## src/rtl/shift_sweep_ctrl.sv

```systemverilog
// Sweeps a held word through shift amounts 0..max, one per output handshake.
// Ports: clk, rst (async high); in_bits/in_maxShift/in_valid/in_ready upstream;
// out_bits/out_shift/out_valid/out_ready downstream; busy = sweeping.
// Option: define SHIFT_SWEEP_LAST_EN to add out_last (final shift of a sweep).
module shift_sweep_ctrl #(
  parameter  int width = 8,
  localparam int sw    = $clog2(width)
) (
  input  logic             clk,
  input  logic             rst,
  input  logic [width-1:0] in_bits,
  input  logic [sw-1:0]    in_maxShift,
  input  logic             in_valid,
  output logic             in_ready,
  output logic [width-1:0] out_bits,
  output logic [sw-1:0]    out_shift,
  output logic             out_valid,
  input  logic             out_ready,
`ifdef SHIFT_SWEEP_LAST_EN
  output logic             out_last,
`endif
  output logic             busy
);

  typedef enum logic {IDLE, SWEEP} state_t;

  localparam logic [sw-1:0] top = sw'(width - 1);

  state_t           state;
  state_t           state_n;
  logic [width-1:0] held;
  logic [sw-1:0]    cnt;
  logic [sw-1:0]    max_q;
  logic [sw-1:0]    clamped;
  logic             at_max;
  logic             load;
  logic             step;

  // in_maxShift can exceed width-1 when width is not a power of two
  assign clamped = (in_maxShift > top) ? top : in_maxShift;
  assign at_max  = (cnt == max_q);

  always_ff @(posedge clk or posedge rst) begin
    if (rst) begin
      state <= IDLE;
    end else begin
      state <= state_n;
    end
  end

  always_comb begin
    state_n  = state;
    in_ready = 1'b0;
    load     = 1'b0;
    step     = 1'b0;
    unique case (state)
      IDLE: begin
        in_ready = 1'b1;
        if (in_valid) begin
          load    = 1'b1;
          state_n = SWEEP;
        end
      end
      SWEEP: begin
        if (out_ready) begin
          if (at_max) begin
            // last shift leaves: take the next word with no bubble
            in_ready = 1'b1;
            if (in_valid) begin
              load = 1'b1;
            end else begin
              state_n = IDLE;
            end
          end else begin
            step = 1'b1;
          end
        end
      end
      default: state_n = IDLE;
    endcase
  end

  always_ff @(posedge clk or posedge rst) begin
    if (rst) begin
      held  <= '0;
      max_q <= '0;
      cnt   <= '0;
    end else if (load) begin
      held  <= in_bits;
      max_q <= clamped;
      cnt   <= '0;
    end else if (step) begin
      cnt <= cnt + sw'(1);
    end
  end

  // held/cnt keep their values in IDLE, so outputs hold their last word
  assign out_bits  = held;
  assign out_shift = cnt;
  assign out_valid = (state == SWEEP);
  assign busy      = (state == SWEEP);

`ifdef SHIFT_SWEEP_LAST_EN
  assign out_last = (state == SWEEP) && at_max;
`endif

endmodule

```

## config.mk

```make
export PLATFORM = sky130hd
export DESIGN_NAME = shift_sweep_ctrl
export DESIGN_NICKNAME = d
export VERILOG_FILES = /design/src/rtl/shift_sweep_ctrl.sv
export SDC_FILE = /design/constraint.sdc
export NUM_CORES = 1
export LEC_CHECK = 0
export CAP_MARGIN = 10
export CORE_ASPECT_RATIO = 1.1
export CORE_MARGIN = 3
export CORE_UTILIZATION = 45
export CTS_CLUSTER_DIAMETER = 200
export DETAILED_ROUTE_END_ITERATION = 10
export GPL_TIMING_DRIVEN = 0
export PLACE_DENSITY = 0.79
export SYNTH_ARGS = -nofsm -noshare
export SYNTH_HDL_FRONTEND = slang
export SYNTH_SLANG_ARGS = --single-unit
```

## constraint.sdc

```tcl
create_clock -name clk -period 4.7 [get_ports clk]
set_clock_uncertainty 0.2 [all_clocks]
set_input_delay 0.94 -clock clk [delete_from_list [all_inputs] [get_ports clk]]
set_output_delay 0.94 -clock clk [all_outputs]
set_load 0.02 [all_outputs]
```

Figure 1. Where the registers sit.
Scale bar: 10 um. Other sequential cells in the stronger grey, the rest of the logic in the fainter grey.
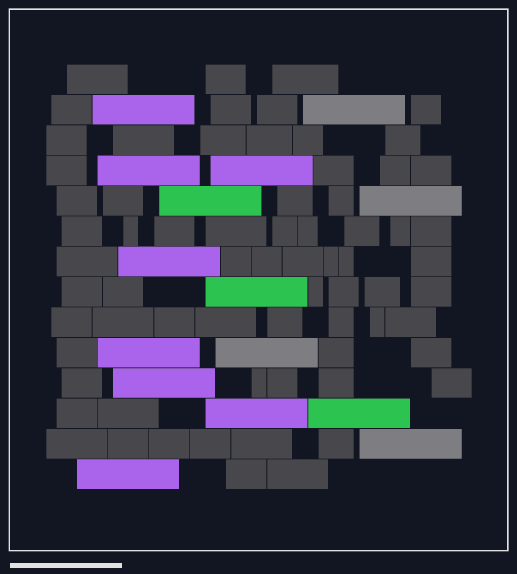
purple -> `out_bits`  # flops 8
green -> `max_q`  # flops 3

==> Implementation_results.wiki <==
=== Physical design figures ===
{| class="wikitable"
! Metric !! Value
|-
| Ys async rst share || 1.000
|-
| Fraction of layout instances using a drive strength above 1 || 0.2500
|-
| Switching power summed over all nets || 289.1 uW
|-
| Critical path class || in2out
|-
| Number of DRC markers after the initial detailed-route iteration || 2
|-
| Endpoint of the most critical setup path || in_ready
|-
| Count of cell types in the netlist || 24
|-
| Antenna violation net count after detailed routing || 0
|-
| Final Hold Viols || 0
|-
| Setup repair after global routing missed its margin || no
|-
| Number of global-route vias before repair || 580
|-
| Worst reg-to-reg setup slack || ~2700 ps
|-
| RD Place Congestion || 0.8101
|-
| Number of antenna violations at the first check in global routing || 0
|-
| Portion of the post-synthesis area used by sequential elements || 0.5111
|-
| Flip-flop count of the largest register after layout || 8
|-
| Adder share || 0.01704
|-
| Ao+oa area frac || 0.09881
|-
| Flops after synth || 15
|-
| Result of the run || completed
|-
| Highest-count cells in the layout ignoring fill and taps || 28 x clkdlybuf4s50_1, 15 x dfrtp_1, 10 x mux2_4
|-
| Total number of nets in the final design || approximately 100
|-
| Nets at Floorplan || 68
|-
| Cts-stage hold buffer count || 0
|-
| Most popular library cell in the synthesized design by count || dfrtp_1
|-
| Area share of the largest cell type after synthesis || 0.5111
|-
| Cell total after placement || 96
|-
| Total gr overflow || 0
|-
| Endpoint kind of the worst setup timing path || primary output
|-
| EDFF count, synth || 0
|-
| Overall die height || a little under 50 um
|-
| First drt pass iteration count || 4
|-
| Power consumption || around 800 uW
|-
| Worst IR drop on VDD || 0.3726 mV
|-
| I/O pins || 29
|-
| Area added between synthesis and finish || 44.46%
|-
| Required time of the critical path || 3560 ps
|-
| # port buffers || 28
|-
| Final number of setup-violating endpoints || 0
|-
| Synthesized instance count || 52
|-
| Setup TNS after final layout || 0 ps
|-
| Total combinational power || between 400 and 500 uW
|-
| H-tree level count || 1
|-
| Worst Hold Margin || 317.3 ps
|-
| Clock tree root driver cell || clkbuf_4
|-
| RR Endpoint || out_bits[6]
|-
| Post-DR vias/cell || around 5.4
|-
| CP Launch Type || primary input
|-
| Estimated wirelength of the detail-placed design || 1.050 mm
|-
| Min-Delay Endpoint || out_bits[4]
|-
| Final instance area || 1061 um2
|-
| Worst Setup SP || out_ready
|-
| TritonCTS clock tree || done
|-
| Register-to-Register Path Depth || 5
|-
| Worst hold path startpoint || out_bits[4]
|-
| Most instantiated cells after synthesis || 15 x dfrtp_1, 10 x mux2_4, 3 x inv_1, 3 x xor2_1, 2 x nand2_1
|-
| # rows || 14
|-
| Switching share of total power || 0.3710
|-
| Largest net degree at the start of global routing || 16
|-
| Quantity of gates resized following cts || 0
|-
| Reg-to-Reg Start || out_shift[0]
|-
| Post-synthesis share of cell area spent on and, or, nand and nor gates || 0.07666
|-
| Number of sinks driven by the clock tree || 15
|-
| Top achievable clock speed || 259.1 MHz
|-
| Most instantiated logic cell after routing || clkdlybuf4s50_1
|-
| Final clock period utilization by the worst path || 0.8213
|-
| Deepest clock path buffer count || 2
|-
| Remaining design rule violation count || 0
|}
Figure 2. Signal wires by layer.
Only two layers are drawn.
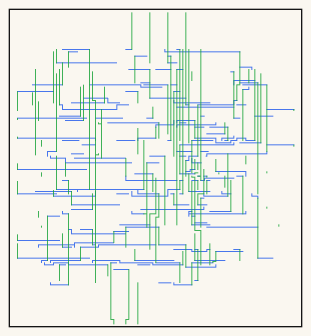
green -> met2  # wire length 656 um
blue -> met1  # wire length 607 um
Final Routed Wirelength: 1.371 mm
routed wirelength normalized by instance count: 13.71 um
global routing usage summed across all routing layers: 0.1466
via count: 535

-- cell type report --
type | count | area [um2]
multi-input combinational | 32 | 329.1
inverter | 3 | 11.26
sequential | 15 | 375.4
clock buffer | 4 | 26.28
fill | 109 | 392.9
buffer | 2 | 18.77
tap | 16 | 20.02
timing repair buffer | 28 | 280.3
-- per-layer routing --
metal | wire length, um | vias to the layer above | part of all wire | global-route usage
met5 | 0 | - | 0 | 0
met4 | 15 | 0 | 0.011 | 0.04523
met3 | 92 | 2 | 0.067 | 0.03704
met2 | 656 | 32 | 0.48 | 0.2440
met1 | 607 | 251 | 0.44 | 0.1801
li1 | - | 250 | - | -
-- worst max-delay path, cell delays in order --
cell	delay [ps]
clkdlybuf4s50_1	530
inv_1	110
o41ai_2	460
clkdlybuf4s50_1	680
Power and IR drop assume default switching activity.
